### The metal 3 layer, run 1

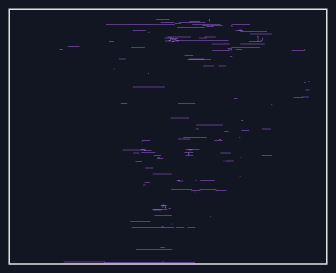
### Wire density map, run 1

28 x 22 tiles, from black (low) to pale yellow (high), scaled to the fullest tile. Values are wire area over tile area, all layers added.
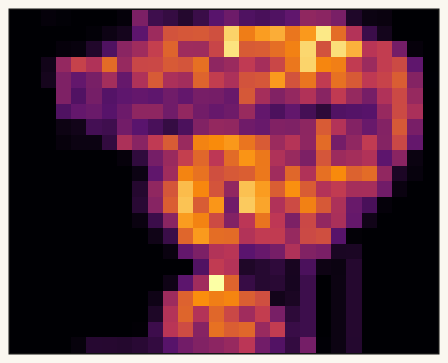
### Register map, names as in the netlist, run 1

Other sequential cells in the stronger gray, the rest of the logic in the fainter gray.
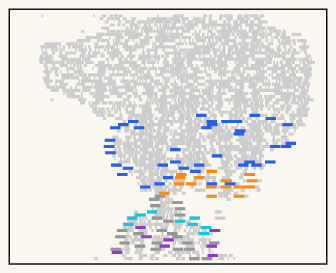
==> config.mk <==
export PLATFORM = sky130hd
export DESIGN_NAME = nn_acc_ctrl
export DESIGN_NICKNAME = d
export VERILOG_FILES = /design/src/rtl/nn_acc_ctrl.sv
export SDC_FILE = /design/constraint.sdc
export NUM_CORES = 1
export LEC_CHECK = 0
export CAP_MARGIN = 20
export CORE_ASPECT_RATIO = 0.8
export CORE_UTILIZATION = 27
export DETAILED_ROUTE_END_ITERATION = 10
export GPL_ROUTABILITY_DRIVEN = 1
export MAX_ROUTING_LAYER = met4
export SETUP_SLACK_MARGIN = 0.05
export SLEW_MARGIN = 5
export SYNTH_ARGS = -nofsm -noshare
export SYNTH_HDL_FRONTEND = slang
export SYNTH_SLANG_ARGS = --single-unit
==> constraint.sdc <==
create_clock -name clk -period 5.9 [get_ports clk]
set_clock_uncertainty 0.2 [all_clocks]
set_input_delay 0.59 -clock clk [delete_from_list [all_inputs] [get_ports clk]]
set_output_delay 0.59 -clock clk [all_outputs]
set_load 0.005 [all_outputs]
==> src/rtl/nn_acc_ctrl.sv <==
// nn_acc_ctrl: accelerator-side responder for the CPU enable/done handshake.
// A rising edge on iACC_en runs one neuron. The neuron is a signed Q8.8 dot
// product of N_INPUTS words from the input memory and the weight memory. The
// saturated result goes to result memory, and then a one-cycle done pulse is
// sent.
// Optional feature macro: NN_ACC_RELU_EN (clamp negative results to zero).
module nn_acc_ctrl #(
    parameter int N_INPUTS = 16,
    parameter int ADDR_W   = 8,
    parameter int RES_ADDR = 0
) (
    input  logic              clk,
    input  logic              rst_n,
    input  logic              iACC_en,
    input  logic [ADDR_W-1:0] iInBase,
    output logic              oACC_done,
    output logic              oBusy,
    output logic              oMemRd,
    output logic [ADDR_W-1:0] oInAddr,
    output logic [ADDR_W-1:0] oWtAddr,
    input  logic [15:0]       iInData,
    input  logic [15:0]       iWtData,
    output logic              oResWr,
    output logic [ADDR_W-1:0] oResAddr,
    output logic [15:0]       oResData
);

    // idx reaches N_INPUTS (up to 256) on the last RUN edge, so it needs 9 bits
    localparam int IDX_W = 9;
    localparam logic [IDX_W-1:0] LAST_IDX = IDX_W'(N_INPUTS - 1);

    typedef enum logic [2:0] {IDLE, RUN, DRAIN, WRITE, DONE} state_t;

    state_t              state;
    logic                en_q;
    logic                start;
    logic                vld;
    logic [IDX_W-1:0]    idx;
    logic [IDX_W-1:0]    idx_inc;
    logic [ADDR_W-1:0]   base;
    logic signed [39:0]  acc;
    logic signed [31:0]  prod;
    logic signed [39:0]  acc_nxt;
    logic signed [39:0]  shr;
    logic [15:0]         res_sat;

    assign start    = iACC_en & ~en_q;
    assign idx_inc  = idx + 1'b1;
    assign oResAddr = ADDR_W'(RES_ADDR);

    // MAC datapath: 16x16 signed product, sign-extended into the 40-bit accumulator
    always_comb begin
        prod    = $signed(iInData) * $signed(iWtData);
        acc_nxt = acc + {{8{prod[31]}}, prod};
        shr     = acc_nxt >>> 8;
        res_sat = 16'h0000;
`ifdef NN_ACC_RELU_EN
        if (shr[39])
            res_sat = 16'h0000;
        else if (shr > 40'sd32767)
            res_sat = 16'h7FFF;
        else
            res_sat = shr[15:0];
`else
        if (shr > 40'sd32767)
            res_sat = 16'h7FFF;
        else if (shr < -40'sd32768)
            res_sat = 16'h8000;
        else
            res_sat = shr[15:0];
`endif
    end

    // Enable edge detector; reset leaves en_q low so an enable already high counts as a rise
    always_ff @(posedge clk or negedge rst_n) begin
        if (!rst_n) en_q <= 1'b0;
        else        en_q <= iACC_en;
    end

    // Control FSM with registered outputs; each branch sets the outputs for the next state
    always_ff @(posedge clk or negedge rst_n) begin
        if (!rst_n) begin
            state     <= IDLE;
            idx       <= '0;
            acc       <= '0;
            vld       <= 1'b0;
            base      <= '0;
            oBusy     <= 1'b0;
            oMemRd    <= 1'b0;
            oInAddr   <= '0;
            oWtAddr   <= '0;
            oResWr    <= 1'b0;
            oResData  <= '0;
            oACC_done <= 1'b0;
        end else begin
            case (state)
                IDLE: begin
                    oACC_done <= 1'b0;
                    if (start) begin
                        state   <= RUN;
                        idx     <= '0;
                        acc     <= '0;
                        vld     <= 1'b0;
                        base    <= iInBase;
                        oBusy   <= 1'b1;
                        oMemRd  <= 1'b1;
                        oInAddr <= iInBase;
                        oWtAddr <= '0;
                    end
                end
                RUN: begin
                    if (!iACC_en) begin
                        state   <= IDLE;
                        acc     <= '0;
                        vld     <= 1'b0;
                        oBusy   <= 1'b0;
                        oMemRd  <= 1'b0;
                        oInAddr <= '0;
                        oWtAddr <= '0;
                    end else begin
                        idx <= idx_inc;
                        vld <= 1'b1;
                        // data seen now belongs to the read issued one cycle earlier
                        if (vld) acc <= acc_nxt;
                        if (idx == LAST_IDX) begin
                            state   <= DRAIN;
                            oMemRd  <= 1'b0;
                            oInAddr <= '0;
                            oWtAddr <= '0;
                        end else begin
                            oInAddr <= base + ADDR_W'(idx_inc);
                            oWtAddr <= ADDR_W'(idx_inc);
                        end
                    end
                end
                DRAIN: begin
                    if (!iACC_en) begin
                        state <= IDLE;
                        acc   <= '0;
                        vld   <= 1'b0;
                        oBusy <= 1'b0;
                    end else begin
                        // last word arrives here; the result is formed from acc_nxt directly
                        state    <= WRITE;
                        acc      <= acc_nxt;
                        vld      <= 1'b0;
                        oResWr   <= 1'b1;
                        oResData <= res_sat;
                    end
                end
                WRITE: begin
                    // the write strobe is already out this cycle; only done is suppressed on abort
                    oResWr   <= 1'b0;
                    oResData <= '0;
                    if (!iACC_en) begin
                        state <= IDLE;
                        acc   <= '0;
                        oBusy <= 1'b0;
                    end else begin
                        state     <= DONE;
                        oACC_done <= 1'b1;
                    end
                end
                DONE: begin
                    state     <= IDLE;
                    oACC_done <= 1'b0;
                    oBusy     <= 1'b0;
                end
                default: begin
                    state     <= IDLE;
                    oBusy     <= 1'b0;
                    oMemRd    <= 1'b0;
                    oResWr    <= 1'b0;
                    oACC_done <= 1'b0;
                end
            endcase
        end
    end

endmodule

==> summary.txt, run 1 <==
run metrics: XORs/XNORs by Area=4.16%, P&R area growth vs syn=39.4%, H-tree levels=3, register share after synthesis=about 15%, Largest stage delay, worst path=between 0.5 and 0.6 ns, clock network area share=about 1.5%, worst hold margin=0.0755 ns, setup violators final=45, status=complete, but fails checks, Crit Reg-Reg Endpoint=oResData[1], Worst-Margin Slew=between 1 and 1.5 ns, hpwl dp=between 30000 and 40000 µm, CP Data Required Time=roughly 6 ns, violated checks=setup timing, PnR worst setup slack=-2.94 ns, MI comb cells=between 1000 and 1500, final worst path period share=150%, Signal inverters=between 300 and 400, clock root cell=clkbuf_16
Back to the opening pictures, 'The metal 3 layer':
main direction: horizontal
share of all routed wire: 2.9%
longest straight run: 78.7 µm

Back to the opening pictures, 'Wire density map':
nearly empty tiles: 36%
densest ninth of the die: center
fullest tile: 0.42
emptiest ninth of the die: south-west

Back to the opening pictures, 'Register map, names as in the netlist':
| color | netlist name | flops |
|---|---|---|
| blue | acc | 40 |
| cyan | idx | 9 |
| purple | oWtAddr | 8 |
| orange | oResData | 16 |
not colored: 25
register area: 2450 µm²
flop share of the area: 10.8%
Util after Layout: 38.5%

## Run 2: what changed since run 1
--- a/config.mk
+++ b/config.mk
@@ -5,7 +5,6 @@
 export SDC_FILE = /design/constraint.sdc
 export NUM_CORES = 1
 export LEC_CHECK = 0
-export CAP_MARGIN = 20
 export CORE_ASPECT_RATIO = 0.8
 export CORE_UTILIZATION = 27
 export DETAILED_ROUTE_END_ITERATION = 10
==> constraint.sdc (replaced) <==
create_clock -name clk -period 10.6 [get_ports clk]
set_clock_uncertainty 0.2 [all_clocks]
set_input_delay 2.65 -clock clk [delete_from_list [all_inputs] [get_ports clk]]
set_output_delay 2.65 -clock clk [all_outputs]
set_load 0.005 [all_outputs]
==> run 2 against run 1 <==
Effect of this change: the flow still finishes with violations (setup timing); die area did not move; setup slack improved by 2.8 ns; flip-flop count unchanged; synthesized cell count is the same; wire length is 4.9% lower; register-to-register slack better by 4.6 ns; hold slack improved by 0.20 ns; first-iteration DRC count fell by 7.6%; cell area shrank 6.5%; critical path type unchanged.
==> summary.txt, run 2 <==
run metrics: Peak Freq=approximately 93 MHz, H-tree levels=3, P&R area growth vs syn=30.4%, post-route design area=21100 µm², Crit Reg-Reg Endpoint=oResData[6], CTS Sinks=between 90 and 100, final worst path period share=101%, instance count on the critical path=34, PnR worst setup slack=-0.105 ns, XORs/XNORs by Area=slightly above 4%, Post-synth top flop=dfrtp_1, Signal inverters=~320, violated checks=setup timing, Min-Delay Path Class=register to register, max reg flops=40, worst hold margin=between 0.2 and 0.3 ns, status=complete, but fails checks, CP Data Required Time=around 11 ns, Util after Layout=a little over a third, RSZ-0062 raised after global routing=true, clock network area share=under 10%, register area=between 2000 and 2500 µm², register share after synthesis=about 15%, Worst-Margin Slew=between 1 and 1.5 ns, WP data arrival=roughly 11 ns, hpwl dp=about 34000 µm, row count=between 70 and 80, Top cells excl fill/tap=inv_1, buf_4, fa_1, nand2_1, clock root cell=clkbuf_16, simple share=around 15%, Largest stage delay, worst path=between 0.5 and 0.6 ns, setup violators final=15
### The metal 3 layer, run 2

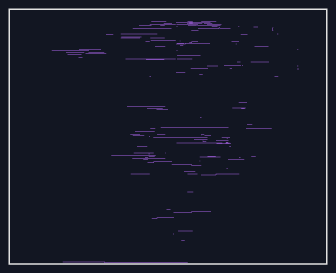
Total Wirelength: 41600 µm
Vias: 13300

### Wire density map, run 2

28 x 22 tiles, from black (low) to pale yellow (high), scaled to the fullest tile. Values are wire area over tile area, all layers added.
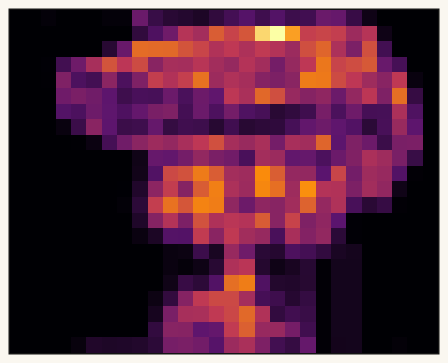
mean over tiles: 0.11
densest ninth of the die: center
emptiest ninth of the die: south-west
tiles over half the peak: 12%
nearly empty tiles: 37%

